Figure 1. Selected gate families (run 1).
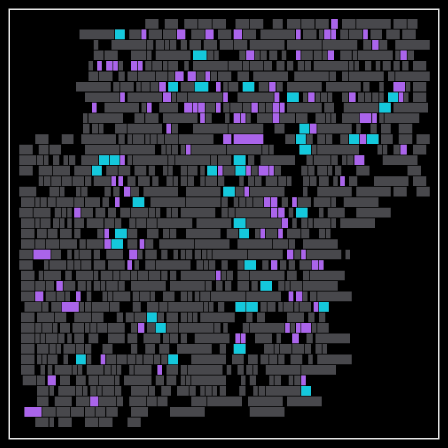
Figure 2. Wiring heat map (run 1).
22 x 22 tiles, from white (low) to dark blue (high), scaled to the fullest tile. Values are wire area over tile area, all layers added.
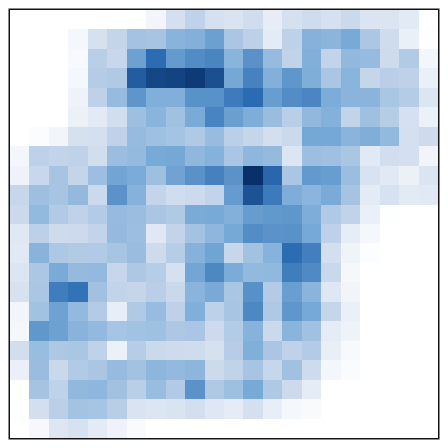
Figure 3. Close-up of the layout (run 1).
Scale bar: 5 um. Region (46, 68) to (66, 88) um. Cells in grey, sequential cells in the stronger grey; small squares are vias.
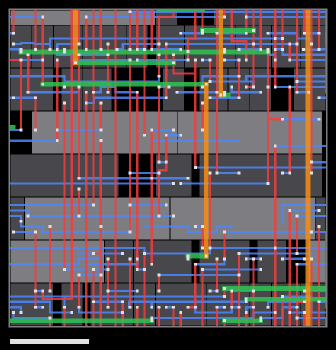
[src/rtl/pulse_train_gen.sv]
// Pulse train generator: emits a train of pulses of programmable width and period,
// running continuously, for a programmed burst count, or once.
//
// Ports:
//   clk          clock, rising edge
//   rstn         asynchronous active-low reset
//   start_i      start request, honoured only while idle
//   stop_i       abort request, returns to idle without a done strobe
//   mode_i       00 continuous, 01 burst, 10/11 one-shot
//   period_i     pulse period in clk cycles
//   width_i      pulse high time in clk cycles
//   burst_i      number of pulses in burst mode
//   pulse_o      registered pulse output
//   busy_o       high whenever the FSM is not idle
//   done_o       one-cycle strobe on normal completion
//   pulse_cnt_o  pulses started since the last accepted start
module pulse_train_gen #(
  parameter int unsigned CNT_W = 16
) (
  input  logic             clk,
  input  logic             rstn,
  input  logic             start_i,
  input  logic             stop_i,
  input  logic [1:0]       mode_i,
  input  logic [CNT_W-1:0] period_i,
  input  logic [CNT_W-1:0] width_i,
  input  logic [CNT_W-1:0] burst_i,
  output logic             pulse_o,
  output logic             busy_o,
  output logic             done_o,
  output logic [CNT_W-1:0] pulse_cnt_o
);

  localparam logic [1:0] StIdle = 2'd0;
  localparam logic [1:0] StHigh = 2'd1;
  localparam logic [1:0] StLow  = 2'd2;

  localparam logic [CNT_W-1:0] OneN = {{(CNT_W-1){1'b0}}, 1'b1};
  localparam logic [CNT_W:0]   OneW = {{CNT_W{1'b0}}, 1'b1};

  logic [1:0]       state_q, state_d;
  logic [CNT_W:0]   cnt_q, cnt_d;      // cycles left in the current phase
  logic [CNT_W:0]   wid_q, wid_d;      // latched effective width
  logic [CNT_W:0]   low_q, low_d;      // latched low time (P - W)
  logic [CNT_W-1:0] rem_q, rem_d;      // pulses still to be started
  logic             cont_q, cont_d;
  logic [CNT_W-1:0] pcnt_q, pcnt_d;
  logic             pulse_q, pulse_d;
  logic             done_q, done_d;

  // Effective parameters, computed one bit wider so W+1 cannot overflow.
  logic [CNT_W:0]   w_eff, p_eff, low_eff;
  logic [CNT_W-1:0] b_eff;

  always_comb begin
    w_eff   = (width_i == '0) ? OneW : {1'b0, width_i};
    p_eff   = ({1'b0, period_i} > w_eff) ? {1'b0, period_i} : (w_eff + OneW);
    low_eff = p_eff - w_eff;
    b_eff   = ((mode_i == 2'b01) && (burst_i != '0)) ? burst_i : OneN;
  end

  always_comb begin
    state_d = state_q;
    cnt_d   = cnt_q;
    wid_d   = wid_q;
    low_d   = low_q;
    rem_d   = rem_q;
    cont_d  = cont_q;
    pcnt_d  = pcnt_q;
    done_d  = 1'b0;

    unique case (state_q)
      StIdle: begin
        if (start_i && !stop_i) begin
          // One-cycle lead-in in LOW so the first pulse rises on the edge
          // after the accepting edge, with busy already high.
          state_d = StLow;
          cnt_d   = OneW;
          wid_d   = w_eff;
          low_d   = low_eff;
          rem_d   = b_eff;
          cont_d  = (mode_i == 2'b00);
          pcnt_d  = '0;
        end
      end
      StHigh: begin
        if (stop_i) begin
          state_d = StIdle;
        end else if (cnt_q == OneW) begin
          state_d = StLow;
          cnt_d   = low_q;
        end else begin
          cnt_d = cnt_q - OneW;
        end
      end
      StLow: begin
        if (stop_i) begin
          state_d = StIdle;
        end else if (cnt_q == OneW) begin
          if (cont_q || (rem_q != '0)) begin
            state_d = StHigh;
            cnt_d   = wid_q;
            pcnt_d  = pcnt_q + OneN;
            if (!cont_q) rem_d = rem_q - OneN;
          end else begin
            state_d = StIdle;
            done_d  = 1'b1;
          end
        end else begin
          cnt_d = cnt_q - OneW;
        end
      end
      default: begin
        state_d = StIdle;
      end
    endcase

    pulse_d = (state_d == StHigh);
  end

  always_ff @(posedge clk or negedge rstn) begin
    if (!rstn) begin
      state_q <= StIdle;
      cnt_q   <= '0;
      wid_q   <= '0;
      low_q   <= '0;
      rem_q   <= '0;
      cont_q  <= 1'b0;
      pcnt_q  <= '0;
      pulse_q <= 1'b0;
      done_q  <= 1'b0;
    end else begin
      state_q <= state_d;
      cnt_q   <= cnt_d;
      wid_q   <= wid_d;
      low_q   <= low_d;
      rem_q   <= rem_d;
      cont_q  <= cont_d;
      pcnt_q  <= pcnt_d;
      pulse_q <= pulse_d;
      done_q  <= done_d;
    end
  end

  assign pulse_o     = pulse_q;
  assign busy_o      = (state_q != StIdle);
  assign done_o      = done_q;
  assign pulse_cnt_o = pcnt_q;

endmodule
[config.mk]
export PLATFORM = sky130hd
export DESIGN_NAME = pulse_train_gen
export DESIGN_NICKNAME = d
export VERILOG_FILES = /design/src/rtl/pulse_train_gen.sv
export SDC_FILE = /design/constraint.sdc
export NUM_CORES = 1
export LEC_CHECK = 0
export CAP_MARGIN = 25
export CORE_MARGIN = 2
export CORE_UTILIZATION = 55
export DETAILED_ROUTE_END_ITERATION = 10
export PLACE_DENSITY = 0.9
export SYNTH_ARGS = -nofsm -noshare
export SYNTH_HDL_FRONTEND = slang
export SYNTH_SLANG_ARGS = --single-unit
[constraint.sdc]
create_clock -name clk -period 5.3 [get_ports clk]
set_input_delay 1.06 -clock clk [delete_from_list [all_inputs] [get_ports clk]]
set_output_delay 1.06 -clock clk [all_outputs]
set_load 0.1 [all_outputs]
==> impl_metrics.ini, run 1 <==
; yosys + openroad results
[placement]
gp_congestion = 0.9296
dp.cells = 1000
post-dp-hpwl_um = 11910
port-buffer-count = 72

[sta]
timing.final.hold_violations = 0
tightest_slew_ns = 1.069
setup_violations = 0
fin_skew_ns = 0.009789
fmax_mhz = 202.0
maxSlewViolCount = 0
max_slew_margin_pct = 27.83
hold_slack_ns = 0.4805
rsz0062_at_grt = false
min_period_ns = 4.949
period_used_pct = 93.39

[setup_path]
worst_path_most_repeated_cell = inv_1
crit_family = AND-OR/OR-AND gates
worst-path-buf-inv = 6
crit_fanout = 5
required_ns = 5.50
path_cells = clkdlybuf4s50_1, buf_4, inv_1, ha_1, nand4_1, nor4_2, inv_1, or3_1, and2_4, a21oi_1, ha_1, inv_1, fa_1, a211oi_2, o21ai_0, a31oi_1, buf_4, a211oi_1, a211o_1, xor2_1, o21ai_0
cp-start-kind = primary input
crit_slowest_cell = clkdlybuf4s50_1
reg2reg_slack_ns = 1.74
end_kind = flip-flop
worstSetupPathType = primary input to flip-flop
max_stage_delay_ns = 0.50
arrival_ns = 5.14

[synthesis]
syn_nets = 874
ff_type = dfrtp_1
synth_area_um2 = 6300
yosys_cells = 779
most_common_cell = nand2_1
ys_sh_simple_pct = 21.91
ys_types = 65
ys_sh_mux_pct = 1.827
avgSynthCellArea_um2 = 8.087
syn_inst = 779
top_area_share_pct = 34.56
ys_sh_xor_pct = 4.727
yosys.stat.seqShare_pct = 34.56
synthAoiAreaFrac_pct = 24.17
yosys.area.top_type = dfrtp_1
ys_sh_adder_pct = 8.262
synth-edff-count = 0
ys.flops = 87
async_flop_share_pct = 100.0
ys_area_um2 = 6300
logic_family = AND-OR/OR-AND gates
yosys_warnings = 0
netlist_top_cells_count = nand2_1, o21ai_0, dfrtp_1

[final_layout]
post-route-util_pct = 67.98
nets = 963
final_layout_size_suffix_gt1_share_pct = 8.935
syn_to_final_growth_pct = 22.16
final_cell_mix = nand2_1, o21ai_0, dfrtp_1

[routing]
viasPerCell = 6.112
met2_length_um = 7926
dr_wl_met3_um = 968
dr.max_layer_used = met4
drtAntennaViolNets = 0
drc_errors = 0
wl_met1_um = 7167
drtIter0Drc = 776
drt_pass1_iterations = 6

[cts]
cts_setup_buffers = 0
htreeDepth = 3
clockBufferDepth = 2
root_buffer = clkbuf_16
cts.clk_slew.worst_paths_ns = 0.07
numCtsBuffers = 9
cts.sink_count = 87
clk_latency_ns = 0.35
cts_tree = built

[global_routing]
grt_max_degree = 68
grt.busiest_layer = met2
antenna_found_initial = 0
grt_pass1_vias = 6010
use_met2_pct = 45.03
grt_pass1_wl_um = 27770
use_met3_pct = 3.718
globalRoute.totalOverflow = 0
grtUsageMet1_pct = 35.55

[hold_path]
hp-class = flip-flop to flip-flop

[floorplan]
fp.coreArea_um2 = 11320
die_w_um = 111.0
fp_util_pct = 55.65
ios = 73
rows = 39
chipArea_um2 = 12330
die_h_um = 111.0

[run]
maxCapViolations = 0
log.warning_count = 30

[pwr]
power.leakage_nw = 3.378
p_per_area_nw_per_um2 = 531.6
ir_worst_vdd_mv = 0.6164

[outcome]
status = finished, final reports clean
-- Figure 1 (at the start) --
[purple] NOR gates | cells: 108 | most used: nor2_1
[cyan] AND-OR and OR-AND gates | cells: 37 | most used: a21o_1
fraction of area in multi-input gates: 50.20%
Final Instance Count excl. Fillers: 1016
Top cell excl fill/tap: nand2_1

-- Figure 2 (at the start) --
mean over tiles: 0.22
fullest tile: 0.76
nearly empty tiles: 19%
emptiest ninth of the die: bottom right
tiles over half the peak: 14%
Final Routed Wirelength: 16460 um
vias: 6210
All-Layer GR Usage: 26.98%
Wirelength per Cell: 16.20 um

-- Figure 3 (at the start) --
[green] metal 3
[red] metal 2
[orange] metal 4
[blue] metal 1
most frequent: nor2_1 (7), dfrtp_1 (5), nor3_1 (3)
netlist names of flops here include: rem_q (3)
sequential cells in the window: 5
cells with their middle in the window: 38

run 1: registers in the layout, summed over array words and instances, names as in the netlist:
name         count
wid_q           16
cont_q           1
low_q           17
rem_q           16
done_o           1
cnt_q           17
pulse_o          1
state_q          2
pulse_cnt_o     16
run 1: stage by stage:
stage / TNS [ns] / setup WS, ns / instance area [um^2] / total power, mW
after floorplan: 0 / 0.3129 / 6300 / 2.831
after global placement: 0 / 0.05832 / 7362 / 3.296
after detailed placement: -0.5379 / -0.1927 / 7362 / 3.381
after CTS: 0 / 0.1741 / 7667 / 4.053
after global routing: 0 / 0.02480 / 7696 / 4.370
final: 0 / 0.3506 / 7696 / 4.091
run 1: where the power goes:
| group | leakage [nW] | internal (mW) | switching (mW) |
|---|---|---|---|
| combinational | 2.13 | 0.776 | 1.45 |
| sequential | 1.09 | 0.942 | 0.267 |
| clock | 0.153 | 0.380 | 0.273 |
| total | 3.38 | 2.10 | 1.99 |
run 1: tightest hold or removal path: cells and delay by family (launching register included):
kind	cells	cell delay, ns
flops	1	0.34
compound gates	1	0.06
simple gates	1	0.05
run 1: path summary, 6_finish.rpt:
kind / end / depth (start not counted) / startpoint
max reg2reg: cnt_q[11] / 7 / cnt_q[12]
min: low_q[15] / 2 / low_q[15]
max in group asynchronous: cnt_q[5] / 2 / rstn
max: low_q[16] / 21 / width_i[11]
min reg2reg: low_q[15] / 2 / low_q[15]
min in group asynchronous: pulse_cnt_o[8] / 1 / rstn
run 1: area by class of cell:
type	instances	area [um^2]
Inverter	34	127.6
Multi-Input combinational cell	621	3864
Clock buffer	10	239.0
Sequential cell	87	2177
Tap cell	143	178.9
Timing Repair Buffer	115	1044
Clock inverter	6	66.31
Fill cell	887	3625
run 1: timing repair:
action	CTS	global route
resized	0	6
setup endpoints to repair	0	4
hold buffers	0	0
## Run 2: what changed since run 1
Settings changed: TNS_END_PERCENT set to 1.
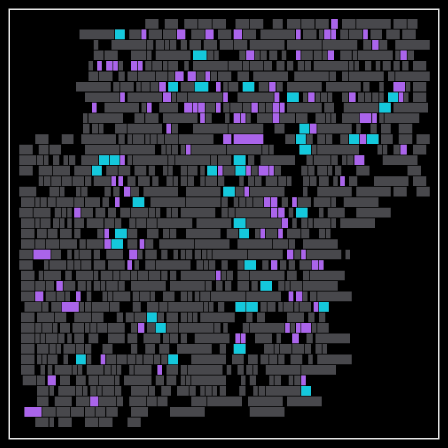
Figure 4: run 2, selected gate families.
[cyan] AND-OR and OR-AND gates | cells: 37 | most used: a21o_1
[purple] NOR gates | cells: 108 | most used: nor2_1

==> run 2 against run 1 <==
Setup slack stayed put. Synthesized cell count unchanged. Clock power barely moved. Wire length unchanged. Global-route usage is the same. Hold slack unchanged. Sequential share of layout area unchanged. Sequential power is essentially flat. Design area stayed put. Critical path type unchanged.
==> impl_metrics.ini, run 2 <==
; yosys + openroad results
[outcome]
status = finished, final reports clean

[global_routing]
grt_pass1_vias = 6010
antenna_found_initial = 0
globalRoute.totalOverflow = 0
grt_pass1_wl_um = 27770
grt_use_total_pct = 26.98

[synthesis]
ys_sh_mux_pct = 1.827
ff_type = dfrtp_1
synth-edff-count = 0
ys_sh_xor_pct = 4.727
synth_area_um2 = 6300
synthAoiAreaFrac_pct = 24.17
syn_nets = 874
netlist_top_cells_count = nand2_1, o21ai_0, dfrtp_1
yosys.area.top_type = dfrtp_1
most_common_cell = nand2_1
ys_types = 65
yosys.stat.seqShare_pct = 34.56

[floorplan]
rows = 39
chipArea_um2 = 12330
fp.coreArea_um2 = 11320
ios = 73

[setup_path]
path_cells = clkdlybuf4s50_1, buf_4, inv_1, ha_1, nand4_1, nor4_2, inv_1, or3_1, and2_4, a21oi_1, ha_1, inv_1, fa_1, a211oi_2, o21ai_0, a31oi_1, buf_4, a211oi_1, a211o_1, xor2_1, o21ai_0
cp-start-kind = primary input
crit_fanout = 5
crit_slowest_cell = clkdlybuf4s50_1
max_stage_delay_ns = 0.50
arrival_ns = 5.14

[run]
log.warning_count = 30
maxCapViolations = 0

[cts]
cts.clk_slew.worst_paths_ns = 0.07
root_buffer = clkbuf_16
holdBufCountCts = 0
cts.sink_count = 87
clockBufferDepth = 2
clk_latency_ns = 0.35
cts_setup_buffers = 0

[placement]
dp.cells = 1000
place_ws_ns = -0.1927
post-dp-hpwl_um = 11910
gp_congestion = 0.9296

[final_layout]
final_cell_mix = nand2_1, o21ai_0, dfrtp_1
post-route-util_pct = 67.98
syn_to_final_growth_pct = 22.16
nets = 963
fill_cells = 887
layout.cells.most_common = nand2_1
stdcell_area_um2 = 7696

[routing]
viasPerCell = 6.112
drtIter0Drc = 776
drtAntennaViolNets = 0
finalWirelength_um = 16460
drc_errors = 0
drt_pass1_iterations = 6
post_drt_wl_per_cell_um = 16.20
vias = 6210

[pwr]
combPwrFrac_pct = 54.5
power.leakage_nw = 3.378
ir_worst_vdd_mv = 0.6164
power.switching_mw = 1.993
p_per_area_nw_per_um2 = 531.6
p_seq_share_pct = 29.5
switching_share_pct = 48.72
totalPowerFinal_mw = 4.091

[sta]
max_slew_margin_pct = 27.83
hold_slack_ns = 0.4805
maxSlewViolCount = 0
fin_skew_ns = 0.009789
setup_violations = 0
period_used_pct = 93.39

[hold_path]
hp-class = flip-flop to flip-flop
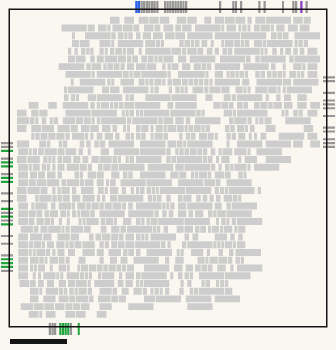
Figure 5: run 2, I/O pins on the die edge.
Scale bar: 20 um. Pins as bars across the die edge, other pins in grey.
[purple] rstn | pins: 1 | direction: input | edge: top
[blue] mode_i | pins: 2 | direction: input | edge: top
[green] width_i | pins: 16 | direction: input | edge: 11 left, 5 bottom
Die Span X: 111.0 um
chip height: 111.0 um
number of buffers added on ports: 72

## run 2: cell counts after synthesis
Identical to the previous run, type by type.
## run 2: path summary, 6_finish.rpt
path	startpoint	end	slack (ns)	depth (start not counted)
setup reg to reg	cnt_q[12]	cnt_q[11]	1.74	7
min in group asynchronous	rstn	pulse_cnt_o[8]	0.60	1
setup / recovery	width_i[11]	low_q[16]	0.35	21
hold reg to reg	low_q[15]	low_q[15]	0.48	2
hold / removal	low_q[15]	low_q[15]	0.48	2
max in group asynchronous	rstn	cnt_q[5]	3.61	2
## run 2: cell type report
class	count	area (um^2)	share of cell area, %
multi-input combinational	621	3864	50.20
clock buffer	10	239.0	3.105
tap	143	178.9	2.325
inverter	34	127.6	1.658
sequential	87	2177	28.29
timing repair buffer	115	1044	13.56
clock inverter	6	66.31	0.8616
## run 2: power groups by stage
stage	sequential, mW	combinational [mW]	clock [mW]
after floorplan	1.46	1.37	0
after global placement	1.18	2.11	0
after detailed placement	1.20	2.18	0
after CTS	1.20	2.20	0.655
after global routing	1.25	2.44	0.682
final	1.21	2.23	0.653
## run 2: timing repair
action	4_1_cts	5_1_grt
hold endpoints to repair	0	0
resized	0	6
endpoints found under the setup margin	0	4
## run 2: worst max-delay path, delay by kind of cell
kind	cells	cell delay [ns]
AOI/OAI and AO/OA	7	1.13
xor gates and xnor gates	1	0.17
adders and majority gates	3	0.89
buffers and inverters	6	0.97
and+or+nand+nor	4	0.91
## run 2: per-layer routing
layer / track usage [%] / vias up / wire [um] / part of all wire, %
met5: 0 / - / 0 / 0
met4: 11.03 / 0 / 401 / 2.4
met3: 3.718 / 44 / 968 / 5.9
met2: 45.03 / 262 / 7926 / 48
met1: 35.55 / 2895 / 7167 / 44
li1: - / 3009 / - / -
Power and IR drop assume default switching activity.
